==> src/rtl/lut3d_pkg.sv <==
// Shared types and index helpers for the 3-D event-control lookup table.
// The state enum and the range/flat-address functions are used by the writer and its counter.
package lut3d_pkg;

    typedef enum logic [1:0] {
        S_IDLE  = 2'd0,
        S_BURST = 2'd1,
        S_CLEAR = 2'd2
    } state_t;

    localparam int DIM_DEFAULT = 3;

    function automatic logic idx_valid(input int unsigned a, input int unsigned b,
                                       input int unsigned c, input int unsigned dim);
        return (a < dim) && (b < dim) && (c < dim);
    endfunction

    function automatic int unsigned flat_addr(input int unsigned a, input int unsigned b,
                                              input int unsigned c, input int unsigned dim);
        return a * dim * dim + b * dim + c;
    endfunction

endpackage

==> src/rtl/lut3d_idx_counter.sv <==
// Three-digit base-DIM counter (c is the least significant digit) shared by burst and clear.
// clr_i dominates inc_i; the final increment wraps all digits back to (0,0,0).
module lut3d_idx_counter
    import lut3d_pkg::*;
#(
    parameter int DIM = DIM_DEFAULT,
    localparam int IDX_W = $clog2(DIM)
) (
    input  logic             clk_i,
    input  logic             rst_i,
    input  logic             inc_i,
    input  logic             clr_i,
    output logic [IDX_W-1:0] a_o,
    output logic [IDX_W-1:0] b_o,
    output logic [IDX_W-1:0] c_o,
    output logic             last_o
);

    localparam logic [IDX_W-1:0] MAX_IDX = IDX_W'(DIM - 1);
    localparam logic [IDX_W-1:0] ONE     = IDX_W'(1);

    logic [IDX_W-1:0] a_q, b_q, c_q;
    logic [IDX_W-1:0] a_d, b_d, c_d;

    // Digits are not powers of two in general, so each wrap is explicit.
    always_comb begin
        a_d = a_q;
        b_d = b_q;
        c_d = c_q;
        if (clr_i) begin
            a_d = '0;
            b_d = '0;
            c_d = '0;
        end else if (inc_i) begin
            if (c_q == MAX_IDX) begin
                c_d = '0;
                if (b_q == MAX_IDX) begin
                    b_d = '0;
                    a_d = (a_q == MAX_IDX) ? '0 : a_q + ONE;
                end else begin
                    b_d = b_q + ONE;
                end
            end else begin
                c_d = c_q + ONE;
            end
        end
    end

    always_ff @(posedge clk_i) begin
        if (rst_i) begin
            a_q <= '0;
            b_q <= '0;
            c_q <= '0;
        end else begin
            a_q <= a_d;
            b_q <= b_d;
            c_q <= c_d;
        end
    end

    assign a_o    = a_q;
    assign b_o    = b_q;
    assign c_o    = c_q;
    assign last_o = (a_q == MAX_IDX) && (b_q == MAX_IDX) && (c_q == MAX_IDX);

endmodule

==> src/rtl/lut3d_table_writer.sv <==
// Owns the DIM^3 event-control table: single indexed writes, auto-increment burst loads,
// a one-entry-per-cycle clear sweep, and a registered read port with range flagging.
module lut3d_table_writer
    import lut3d_pkg::*;
#(
    parameter int DATA_W = 1,
    parameter int DIM    = DIM_DEFAULT,
    localparam int IDX_W = $clog2(DIM)
) (
    input  logic              clk_i,
    input  logic              rst_i,
    input  logic              wr_valid_i,
    output logic              wr_ready_o,
    input  logic [IDX_W-1:0]  wr_a_i,
    input  logic [IDX_W-1:0]  wr_b_i,
    input  logic [IDX_W-1:0]  wr_c_i,
    input  logic [DATA_W-1:0] wr_data_i,
    input  logic              burst_go_i,
    input  logic              burst_abort_i,
    input  logic              clr_req_i,
    input  logic [IDX_W-1:0]  rd_a_i,
    input  logic [IDX_W-1:0]  rd_b_i,
    input  logic [IDX_W-1:0]  rd_c_i,
    output logic [DATA_W-1:0] rd_data_o,
    output logic              rd_err_o,
    output logic              wr_err_o,
    output logic              done_o,
    output logic              busy_o
);

    localparam int DEPTH  = DIM * DIM * DIM;
    localparam int ADDR_W = $clog2(DEPTH);

    state_t            state_q;
    logic              busy_q;
    logic              done_q;
    logic              wr_err_q;
    logic [DATA_W-1:0] rd_data_q;
    logic              rd_err_q;
    logic [DATA_W-1:0] mem_q [DEPTH];

    logic [IDX_W-1:0]  cnt_a, cnt_b, cnt_c;
    logic              cnt_last;
    logic              cnt_inc;
    logic              cnt_clr;

    logic              accept;
    logic              single_ok;
    logic              rd_ok;
    logic              we;
    logic [ADDR_W-1:0] wr_addr;
    logic [ADDR_W-1:0] rd_addr;
    logic [DATA_W-1:0] wr_value;

    lut3d_idx_counter #(.DIM(DIM)) u_cnt (
        .clk_i  (clk_i),
        .rst_i  (rst_i),
        .inc_i  (cnt_inc),
        .clr_i  (cnt_clr),
        .a_o    (cnt_a),
        .b_o    (cnt_b),
        .c_o    (cnt_c),
        .last_o (cnt_last)
    );

    // Write-side steering: addresses are flattened only once the indices are known in range.
    always_comb begin
        single_ok = idx_valid(32'(wr_a_i), 32'(wr_b_i), 32'(wr_c_i), DIM);
        rd_ok     = idx_valid(32'(rd_a_i), 32'(rd_b_i), 32'(rd_c_i), DIM);
        rd_addr   = rd_ok ? ADDR_W'(flat_addr(32'(rd_a_i), 32'(rd_b_i), 32'(rd_c_i), DIM)) : '0;
        wr_ready_o = 1'b0;
        we        = 1'b0;
        wr_addr   = '0;
        wr_value  = wr_data_i;
        cnt_inc   = 1'b0;
        cnt_clr   = 1'b0;
        case (state_q)
            S_IDLE: begin
                wr_ready_o = !clr_req_i && !burst_go_i;
                cnt_clr    = 1'b1;
                if (wr_valid_i && wr_ready_o && single_ok) begin
                    we      = 1'b1;
                    wr_addr = ADDR_W'(flat_addr(32'(wr_a_i), 32'(wr_b_i), 32'(wr_c_i), DIM));
                end
            end
            S_BURST: begin
                wr_ready_o = 1'b1;
                we         = wr_valid_i;
                wr_addr    = ADDR_W'(flat_addr(32'(cnt_a), 32'(cnt_b), 32'(cnt_c), DIM));
                cnt_inc    = wr_valid_i;
                cnt_clr    = burst_abort_i;
            end
            S_CLEAR: begin
                we       = 1'b1;
                wr_addr  = ADDR_W'(flat_addr(32'(cnt_a), 32'(cnt_b), 32'(cnt_c), DIM));
                wr_value = '0;
                cnt_inc  = 1'b1;
            end
            default: cnt_clr = 1'b1;
        endcase
        accept = wr_valid_i && wr_ready_o;
    end

    // Control FSM; busy, done and wr_err are registered alongside the state.
    always_ff @(posedge clk_i) begin
        if (rst_i) begin
            state_q  <= S_IDLE;
            busy_q   <= 1'b0;
            done_q   <= 1'b0;
            wr_err_q <= 1'b0;
        end else begin
            done_q   <= 1'b0;
            wr_err_q <= 1'b0;
            case (state_q)
                S_IDLE: begin
                    if (clr_req_i) begin
                        state_q <= S_CLEAR;
                        busy_q  <= 1'b1;
                    end else if (burst_go_i) begin
                        state_q <= S_BURST;
                        busy_q  <= 1'b1;
                    end else if (accept && !single_ok) begin
                        wr_err_q <= 1'b1;
                    end
                end
                S_BURST: begin
                    if (burst_abort_i) begin
                        state_q <= S_IDLE;
                        busy_q  <= 1'b0;
                    end else if (accept && cnt_last) begin
                        state_q <= S_IDLE;
                        busy_q  <= 1'b0;
                        done_q  <= 1'b1;
                    end
                end
                S_CLEAR: begin
                    if (cnt_last) begin
                        state_q <= S_IDLE;
                        busy_q  <= 1'b0;
                        done_q  <= 1'b1;
                    end
                end
                default: begin
                    state_q <= S_IDLE;
                    busy_q  <= 1'b0;
                end
            endcase
        end
    end

    always_ff @(posedge clk_i) begin
        if (rst_i) begin
            for (int i = 0; i < DEPTH; i++) begin
                mem_q[i] <= '0;
            end
        end else if (we) begin
            mem_q[wr_addr] <= wr_value;
        end
    end

    // Reads sample the pre-edge contents, so a same-cycle write is seen one read later.
    always_ff @(posedge clk_i) begin
        if (rst_i) begin
            rd_data_q <= '0;
            rd_err_q  <= 1'b0;
        end else begin
            rd_data_q <= rd_ok ? mem_q[rd_addr] : '0;
            rd_err_q  <= !rd_ok;
        end
    end

    assign rd_data_o = rd_data_q;
    assign rd_err_o  = rd_err_q;
    assign wr_err_o  = wr_err_q;
    assign done_o    = done_q;
    assign busy_o    = busy_q;

endmodule

==> config.mk <==
export PLATFORM = sky130hd
export DESIGN_NAME = lut3d_table_writer
export DESIGN_NICKNAME = d
export VERILOG_FILES = /design/src/rtl/lut3d_pkg.sv /design/src/rtl/lut3d_idx_counter.sv /design/src/rtl/lut3d_table_writer.sv
export SDC_FILE = /design/constraint.sdc
export NUM_CORES = 1
export LEC_CHECK = 0
export CAP_MARGIN = 25
export CORE_UTILIZATION = 45
export CTS_CLUSTER_DIAMETER = 40
export DETAILED_ROUTE_END_ITERATION = 10
export GPL_TIMING_DRIVEN = 1
export PLACE_DENSITY = 0.64
export SLEW_MARGIN = 20
export SYNTH_ARGS = -nofsm -noshare
export SYNTH_HDL_FRONTEND = slang
export SYNTH_SLANG_ARGS = --single-unit
==> constraint.sdc <==
create_clock -name clk_i -period 3.92 [get_ports clk_i]
set_input_delay 0.588 -clock clk_i [delete_from_list [all_inputs] [get_ports clk_i]]
set_output_delay 0.588 -clock clk_i [all_outputs]
set_load 0.01 [all_outputs]
==> run_results.csv <==
group,metric,value,unit
outcome,status,"finished, final reports clean",
global_route,grt_start_max_net_pins,23,
routing,wl_met1,3.310,mm
final_timing,finClkSkew,0.01167,ns
die,initial_core_util,0.4707,
global_route,top_usage_layer,"met2",
final_timing,hold_violations,0,
critical_path,reg2reg_to,"mem_q[0]$_SDFFCE_PN0P_",
final_timing,setup_violations,0,
final_timing,relSlewSlack,0.5561,
clock_tree,numCtsBuffers,5,
routing,dr_total_vias,2871,
run,warnings,42,
critical_path,reg2reg_setup_slack,0.34,ns
synthesis,synth-edff-count,32,
place,port_buffers,24,
final_timing,timing.hold.ws,0.5071,ns
finish,layout-drive-gt1-share,0.1567,
critical_path,path_class,"primary input to register",
routing,top_layer,"met4",
critical_path,worstPathMaxFanout,7,
place,hpwlAfterDp,6.148,mm
pwr,intPower,0.9774,mW
place,dp.cells,527,
==> registers in the layout, indices dropped and copies added (netlist names) <==
name       cells
mem_q         32
state_q        2
u_cnt.a_o      2
u_cnt.b_o      2
u_cnt.c_o      2
busy_o         1
done_o         1
rd_data_o      1
rd_err_o       1
wr_err_o       1
==> final cells by class <==
class / instances / share of cell area
inverter: 47 / 0.03966
multi-input combinational: 281 / 0.5210
timing repair buffer: 53 / 0.1114
clock buffer: 5 / 0.01547
tap: 102 / 0.02869
sequential: 45 / 0.2745
clock inverter: 3 / 0.009283
==> critical path, stage by stage <==
cell and delay (ns):
clkdlybuf4s50_1 0.47, inv_1 0.06, buf_4 0.13, fa_1 0.52
inv_1 0.04, ha_1 0.34, fa_2 0.42, xor2_1 0.18
a32oi_1 0.36, nor2b_4 0.27, nand3_2 0.18, o21bai_1 0.22
==> synthesized netlist by cell type (2+ instances only) <==
cell type	instances	area share
inv_1	47	0.048
a211o_1	3	0.0071
nand3_1	10	0.014
nand3_2	2	0.0054
a31o_1	2	0.0047
mux2i_1	13	0.035
or3_1	2	0.0034
o21a_1	2	0.0041
o21ai_0	5	0.0068
edfxtp_1	32	0.26
o22ai_1	3	0.0051
a2111oi_0	2	0.0047
fa_1	15	0.081
o21bai_1	22	0.045
buf_2	2	0.0027
xor2_1	4	0.0095
a31oi_1	2	0.0034
mux2_2	4	0.012
o22a_1	3	0.0071
dfxtp_1	13	0.070
o21ba_1	4	0.011
nor3b_1	3	0.0061
xnor2_1	3	0.0071
nand3b_1	2	0.0041
nor2b_1	9	0.015
nand2b_1	5	0.0085
a21oi_1	15	0.020
nor2_1	53	0.054
clkbuf_1	6	0.0061
or2_2	2	0.0034
a211oi_1	2	0.0041
o211ai_1	2	0.0041
a21o_1	7	0.014
ha_1	36	0.12
nand2_1	21	0.021
and3_1	3	0.0051
nor3_1	2	0.0027
==> power groups by stage <==
stage	Clock [mW]	Combinational [mW]	Sequential, mW
finish	0.352	0.560	0.537
global route	0.375	0.616	0.539
CTS	0.357	0.542	0.537
detailed placement	0	0.539	0.548
global placement	0	0.527	0.547
floorplan	0	0.365	0.548
==> how the worst max path moves through the flow <==
stage / startpoint / endpoint / slack [ns]
2_1_floorplan: wr_a_i[0] / mem_q[2]$_SDFFCE_PN0P_ / 0.37
3_3_place_gp: wr_a_i[0] / mem_q[19]$_SDFFCE_PN0P_ / -0.25
3_5_place_dp: wr_a_i[0] / mem_q[16]$_SDFFCE_PN0P_ / -0.31
4_1_cts: wr_a_i[0] / mem_q[6]$_SDFFCE_PN0P_ / -0.02
5_1_grt: wr_a_i[0] / mem_q[15]$_SDFFCE_PN0P_ / -0.05
6_report: wr_a_i[0] / mem_q[18]$_SDFFCE_PN0P_ / 0.15
==> logic make-up after synthesis <==
family / Yosys count
AND-OR/OR-AND: 85
XOR/XNOR: 7
adder cells (fa/ha/maj): 51
buffers and inverters: 57
flip-flops: 45
multiplexers: 18
AND/OR/NAND/NOR: 120
==> cell usage in the layout, fill, tap and decap left out, types with 14 or more instances in the layout <==
cell,count
nor2_1,51
inv_1,47
ha_1,35
edfxtp_1,32
buf_4,26
clkdlybuf4s50_1,24
o21bai_1,22
nand2_1,21
a21oi_1,14
fa_1,14
==> images/placed.png <==
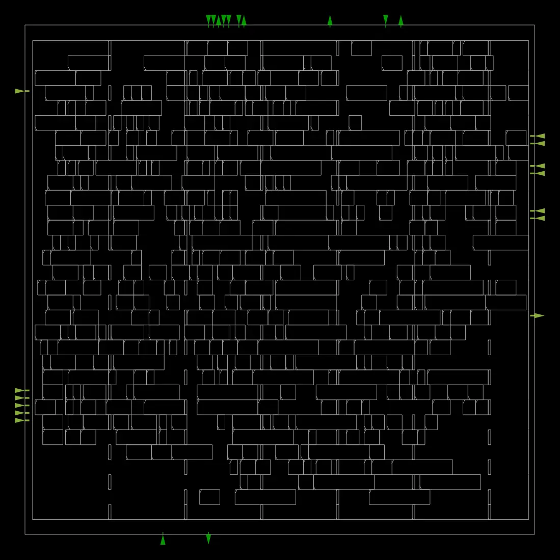
FILL cells: 735
Flops: 45
# rows: 32
Core ar.: 7848 µm²

==> images/class_map.png <==
Scale: 3 px per µm. Fill, decap, tap and diode cells in grey.
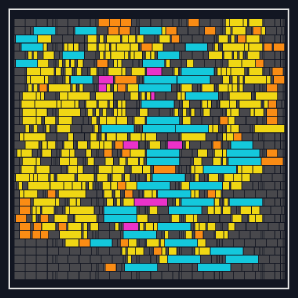
Key: remaining buffers and delay cells = orange [cells 53, share of their area 11%]; clock drivers and dummy loads = magenta [cells 8, share of their area 2.5%]; remaining logic cells = yellow [cells 328, share of their area 58%]; registers = cyan [cells 45, share of their area 28%]

Power and IR drop assume default switching activity.
